==> images/m2.png <==
(4 px per um) Cells faint in the background.
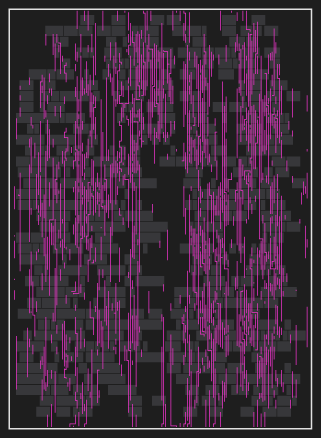
==> images/class_map.png <==
(4 px per um) Fill, decap, tap and diode cells in gray.
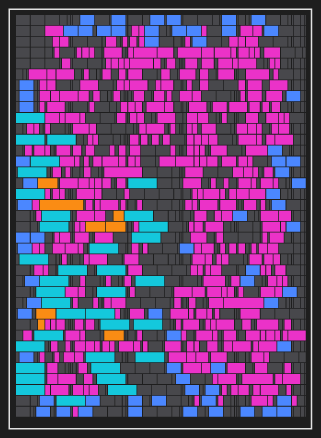
==> images/clock_nets.png <==
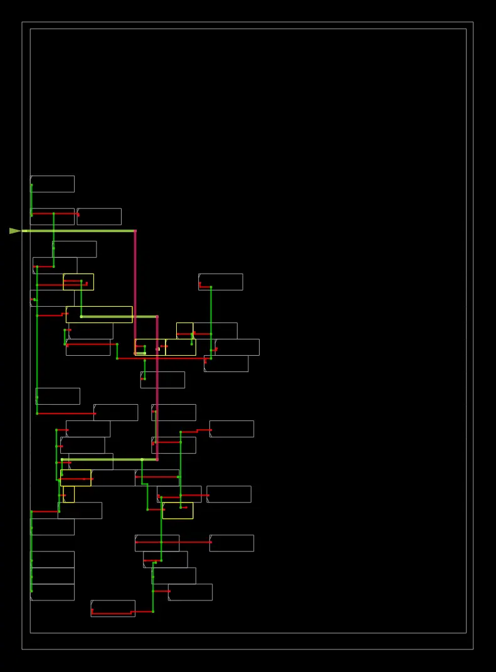
==> images/clock_wires.png <==
(6 px per um)
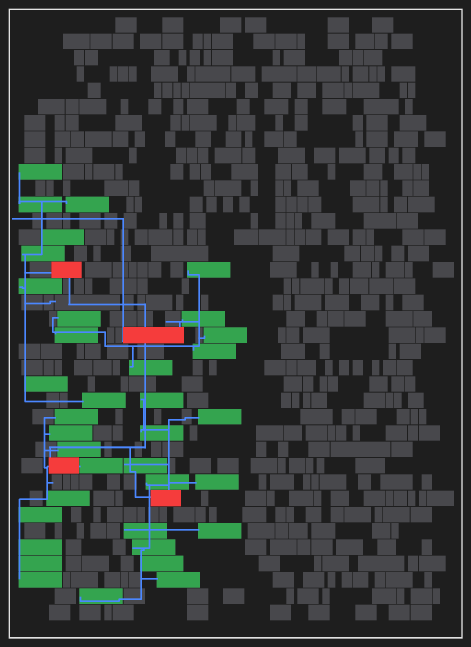
**src/rtl/decide_var_scanner_pkg.sv**
```systemverilog
// Shared constants and FSM encoding for the decision-variable scanner.
// Score bank geometry: NUM_VARS variables read as groups of LANES lanes.
package decide_var_scanner_pkg;

   localparam int unsigned NUM_VARS   = 64;
   localparam int unsigned WIDTH      = 5;
   localparam int unsigned VAR_W      = 6;
   localparam int unsigned GROUP_W    = 3;
   localparam int unsigned LANES      = 8;
   localparam int unsigned LANE_W     = 3;
   localparam int unsigned NUM_GROUPS = NUM_VARS / LANES;
   // Tree operand: {unassigned, score} so a masked lane always loses.
   localparam int unsigned TREE_W     = WIDTH + 1;

   typedef enum logic [1:0] {
      ST_IDLE  = 2'd0,
      ST_SCAN  = 2'd1,
      ST_DRAIN = 2'd2,
      ST_DONE  = 2'd3
   } state_e;

endpackage

```
**src/rtl/max_in_8_datas.sv**
```systemverilog
// Maximum of eight W-bit operands.
// Ports: data_i  - eight packed operands, lane k at [k*W +: W]
//        data_o  - largest operand
//        index_o - one-hot lane of the winner; lower lane wins on equality
module max_in_8_datas #(
   parameter int unsigned W = 6
) (
   input  logic [8*W-1:0] data_i,
   output logic [W-1:0]   data_o,
   output logic [7:0]     index_o
);

   // Strict compare keeps the lowest lane among equal maxima.
   always_comb begin
      data_o  = data_i[W-1:0];
      index_o = 8'b0000_0001;
      for (int k = 1; k < 8; k++) begin
         if (data_i[k*W +: W] > data_o) begin
            data_o  = data_i[k*W +: W];
            index_o = 8'(1) << k;
         end
      end
   end

endmodule

```
**src/rtl/onehot8_to_bin.sv**
```systemverilog
// 8-bit one-hot to 3-bit binary index; all-zero input maps to 0.
// Ports: onehot_i - one-hot vector, bin_o - encoded index
module onehot8_to_bin (
   input  logic [7:0] onehot_i,
   output logic [2:0] bin_o
);

   always_comb begin
      bin_o = 3'd0;
      for (int k = 0; k < 8; k++) begin
         if (onehot_i[k]) begin
            bin_o = bin_o | 3'(k);
         end
      end
   end

endmodule

```
**src/rtl/decide_var_scanner.sv**
```systemverilog
// Sequential front end of the decision-variable selector: streams the score
// bank one group of 8 lanes per cycle and keeps the best unassigned variable.
// Ports: clk, rst (sync, active-high); start_i scan request (IDLE only);
//        rd_en_o/rd_group_o bank read; rd_scores_i/rd_unassigned_i read data
//        one cycle later; busy_o, done_o pulse, found_o, max_var_o, max_score_o.
module decide_var_scanner
   import decide_var_scanner_pkg::*;
(
   input  logic                     clk,
   input  logic                     rst,
   input  logic                     start_i,
   output logic                     rd_en_o,
   output logic [GROUP_W-1:0]       rd_group_o,
   input  logic [LANES*WIDTH-1:0]   rd_scores_i,
   input  logic [LANES-1:0]         rd_unassigned_i,
   output logic                     busy_o,
   output logic                     done_o,
   output logic                     found_o,
   output logic [VAR_W-1:0]         max_var_o,
   output logic [WIDTH-1:0]         max_score_o
);

   localparam logic [GROUP_W-1:0] GROUP_LAST = GROUP_W'(NUM_GROUPS - 1);

   state_e               state_q, state_d;
   logic                 rd_en_q, rd_en_d;
   logic [GROUP_W-1:0]   rd_group_q, rd_group_d;
   logic                 rd_vld_q, rd_vld_d;
   logic [GROUP_W-1:0]   rd_grp_pipe_q, rd_grp_pipe_d;
   logic                 best_vld_q, best_vld_d;
   logic [VAR_W-1:0]     best_var_q, best_var_d;
   logic [WIDTH-1:0]     best_score_q, best_score_d;
   logic                 busy_q, busy_d;
   logic                 done_q, done_d;
   logic                 found_q, found_d;
   logic [VAR_W-1:0]     max_var_q, max_var_d;
   logic [WIDTH-1:0]     max_score_q, max_score_d;

   logic [LANES*TREE_W-1:0] tree_in;
   logic [TREE_W-1:0]       tree_data;
   logic [LANES-1:0]        tree_index;
   logic [LANE_W-1:0]       grp_lane;
   logic                    grp_cand;
   logic [WIDTH-1:0]        grp_score;
   logic [VAR_W-1:0]        grp_var;

   // Unassigned bit on top of each lane so candidates outrank masked lanes.
   always_comb begin
      tree_in = '0;
      for (int k = 0; k < LANES; k++) begin
         tree_in[k*TREE_W +: TREE_W] = {rd_unassigned_i[k], rd_scores_i[k*WIDTH +: WIDTH]};
      end
   end

   max_in_8_datas #(.W(TREE_W)) u_max (
      .data_i  (tree_in),
      .data_o  (tree_data),
      .index_o (tree_index)
   );

   onehot8_to_bin u_enc (
      .onehot_i (tree_index),
      .bin_o    (grp_lane)
   );

   assign grp_cand  = tree_data[WIDTH];
   assign grp_score = tree_data[WIDTH-1:0];
   assign grp_var   = {rd_grp_pipe_q, grp_lane};

   // Next-state, read address, running best and result registers.
   always_comb begin
      state_d       = state_q;
      rd_en_d       = 1'b0;
      rd_group_d    = rd_group_q;
      rd_vld_d      = rd_en_q;
      rd_grp_pipe_d = rd_group_q;
      best_vld_d    = best_vld_q;
      best_var_d    = best_var_q;
      best_score_d  = best_score_q;
      found_d       = found_q;
      max_var_d     = max_var_q;
      max_score_d   = max_score_q;

      // Strict compare across groups keeps the earlier (lower) index on ties.
      if (rd_vld_q && grp_cand && (!best_vld_q || (grp_score > best_score_q))) begin
         best_vld_d   = 1'b1;
         best_var_d   = grp_var;
         best_score_d = grp_score;
      end

      case (state_q)
         ST_IDLE: begin
            if (start_i) begin
               state_d      = ST_SCAN;
               rd_en_d      = 1'b1;
               rd_group_d   = '0;
               best_vld_d   = 1'b0;
               best_var_d   = '0;
               best_score_d = '0;
               found_d      = 1'b0;
               max_var_d    = '0;
               max_score_d  = '0;
            end
         end
         ST_SCAN: begin
            if (rd_group_q == GROUP_LAST) begin
               state_d    = ST_DRAIN;
               rd_group_d = '0;
            end else begin
               rd_en_d    = 1'b1;
               rd_group_d = rd_group_q + GROUP_W'(1);
            end
         end
         ST_DRAIN: begin
            // Result includes the last group being consumed this cycle.
            state_d     = ST_DONE;
            found_d     = best_vld_d;
            max_var_d   = best_var_d;
            max_score_d = best_score_d;
         end
         ST_DONE: begin
            state_d = ST_IDLE;
         end
         default: begin
            state_d = ST_IDLE;
         end
      endcase

      busy_d = (state_d != ST_IDLE);
      done_d = (state_d == ST_DONE);
   end

   always_ff @(posedge clk) begin
      if (rst) begin
         state_q       <= ST_IDLE;
         rd_en_q       <= 1'b0;
         rd_group_q    <= '0;
         rd_vld_q      <= 1'b0;
         rd_grp_pipe_q <= '0;
         best_vld_q    <= 1'b0;
         best_var_q    <= '0;
         best_score_q  <= '0;
         busy_q        <= 1'b0;
         done_q        <= 1'b0;
         found_q       <= 1'b0;
         max_var_q     <= '0;
         max_score_q   <= '0;
      end else begin
         state_q       <= state_d;
         rd_en_q       <= rd_en_d;
         rd_group_q    <= rd_group_d;
         rd_vld_q      <= rd_vld_d;
         rd_grp_pipe_q <= rd_grp_pipe_d;
         best_vld_q    <= best_vld_d;
         best_var_q    <= best_var_d;
         best_score_q  <= best_score_d;
         busy_q        <= busy_d;
         done_q        <= done_d;
         found_q       <= found_d;
         max_var_q     <= max_var_d;
         max_score_q   <= max_score_d;
      end
   end

   assign rd_en_o     = rd_en_q;
   assign rd_group_o  = rd_group_q;
   assign busy_o      = busy_q;
   assign done_o      = done_q;
   assign found_o     = found_q;
   assign max_var_o   = max_var_q;
   assign max_score_o = max_score_q;

endmodule

```
**config.mk**
```make
export PLATFORM = sky130hd
export DESIGN_NAME = decide_var_scanner
export DESIGN_NICKNAME = d
export VERILOG_FILES = /design/src/rtl/decide_var_scanner_pkg.sv /design/src/rtl/max_in_8_datas.sv /design/src/rtl/onehot8_to_bin.sv /design/src/rtl/decide_var_scanner.sv
export SDC_FILE = /design/constraint.sdc
export NUM_CORES = 1
export LEC_CHECK = 0
export ABC_AREA = 0
export CAP_MARGIN = 20
export CORE_ASPECT_RATIO = 1.4
export CORE_UTILIZATION = 48
export CTS_CLUSTER_SIZE = 25
export DETAILED_ROUTE_END_ITERATION = 6
export HOLD_SLACK_MARGIN = 0.05
export PLACE_DENSITY_LB_ADDON = 0.12
export SETUP_SLACK_MARGIN = 0.1
export SYNTH_ARGS = -nofsm -noshare
export SYNTH_HDL_FRONTEND = slang
export SYNTH_SLANG_ARGS = --single-unit
```
**constraint.sdc**
```tcl
create_clock -name clk -period 30.7 [get_ports clk]
set_input_delay 6.14 -clock clk [delete_from_list [all_inputs] [get_ports clk]]
set_output_delay 6.14 -clock clk [all_outputs]
set_load 0.005 [all_outputs]
```
==> out/metrics.yaml <==
cts_buffer_depth: 2
ys_sh_simple_pct: 22.47
ctsRootBufferMaster: "clkbuf_8"
ys_top_logic_family: "AND-OR/OR-AND gates"
flops: 36
power_density_nw_per_um2: 89.10
path_delay_family: "AND-OR/OR-AND gates"
p_int_mw: 0.2015
n_all_buffers: 68
synth_flops: 36
total_power_mw: 0.3957
sh_seq_area_pct: 16.23
placedInstanceArea_um2: 4329
initCoreUtil_pct: 49.25
p_clk_share_pct: 10.2
synth_top_cell_by_count: "inv_1"
clock.fmax_mhz: 44.03
finalSetupViolations: 0
largestPowerGroup: "combinational cells"
cp-end-kind: "register"
met1_usage_pct: 27.33
ant_nets: 0
ys_sh_xor_pct: 1.216
finalCritPeriodShare_pct: 73.98
clkSinkCount: 36
aoi_share_pct: 25.32
hold_ws_ns: 0.4490
ys_seq_share_pct: 20.01
cp.arrival_ns: 22.88
grt_pass1_wl_um: 14550
rows: 37
io_pins: 69
yosys_warnings: 0
critPathLaunch: "rd_scores_i[4]"
slowest_stage: "o22ai_1"
grt_use_met3_pct: 2.326
overflow: 0
fill_cells: 732
status: "finished, final reports clean"
synth.top_cell.area_share_pct: 20.01
cp_num_buf_inv: 6
fa_ha_area_share_pct: 14.41
ctsHoldBuffers: 0
place_ws_ns: 7.857
slowest_delay_ns: 0.75
grt_busiest_layer: "met2"
setup-tns-final_ns: 0
gp_congestion: 0.8845
crit_type: "in -> reg"
warning_count: 26
worst_slew_pin_slew_ns: 0.9926
dr.max_layer_used: "met4"
post-place-cells: 607
ff2ff_setup_slack_ns: 27.74
drv_slew: 0
Back to the opening pictures, m2.png:
The wires run mostly vertical. 535 nets have wire on it. The layer holds 53% of the routed length. The longest straight run is 44.9 um.
final wirelength: 8855 um
GR Util met2: 43.18%
vias: 3476

Back to the opening pictures, class_map.png:
Key: cyan = sequential cells [cells 36, share of their area 17%]; magenta = remaining logic cells [cells 406, share of their area 65%]; blue = remaining buffers and delay cells [cells 68, share of their area 16%]; orange = clock drivers and dummy loads [cells 8, share of their area 2.6%]

Back to the opening pictures, clock_nets.png:
CTS buffer count: 5
Latency at later pin: 0.29 ns

Back to the opening pictures, clock_wires.png:
Key: red = clock-net drivers [count 5]; green = flip-flops [count 36]; blue = clock wires [length 391 um]
There are 6 routed clock nets.

worst register-to-register path, stage by stage, from the launching register on:
cell and delay, ns:
dfxtp_1 0.33, inv_1 0.06, ha_1 0.30, nor2b_1 0.16
o21a_1 0.12, o21ai_0 0.07, nand2b_1 0.07, a21oi_1 0.06
o21ai_0 0.19, and3_1 0.23, inv_1 0.09, o311ai_4 0.75
o221a_2 0.36, o21ai_1 0.07
worst max path at each step:
stage | to | slack, ns | cells after the start
final | max_score_o[2] | 7.99 | 72
after detailed placement | max_score_o[4] | 7.86 | 72
after global placement | max_score_o[2] | 8.32 | 72
after CTS | max_score_o[2] | 8.09 | 72
after floorplan | max_var_o[0] | 10.50 | 75
after global routing | max_score_o[2] | 6.67 | 72
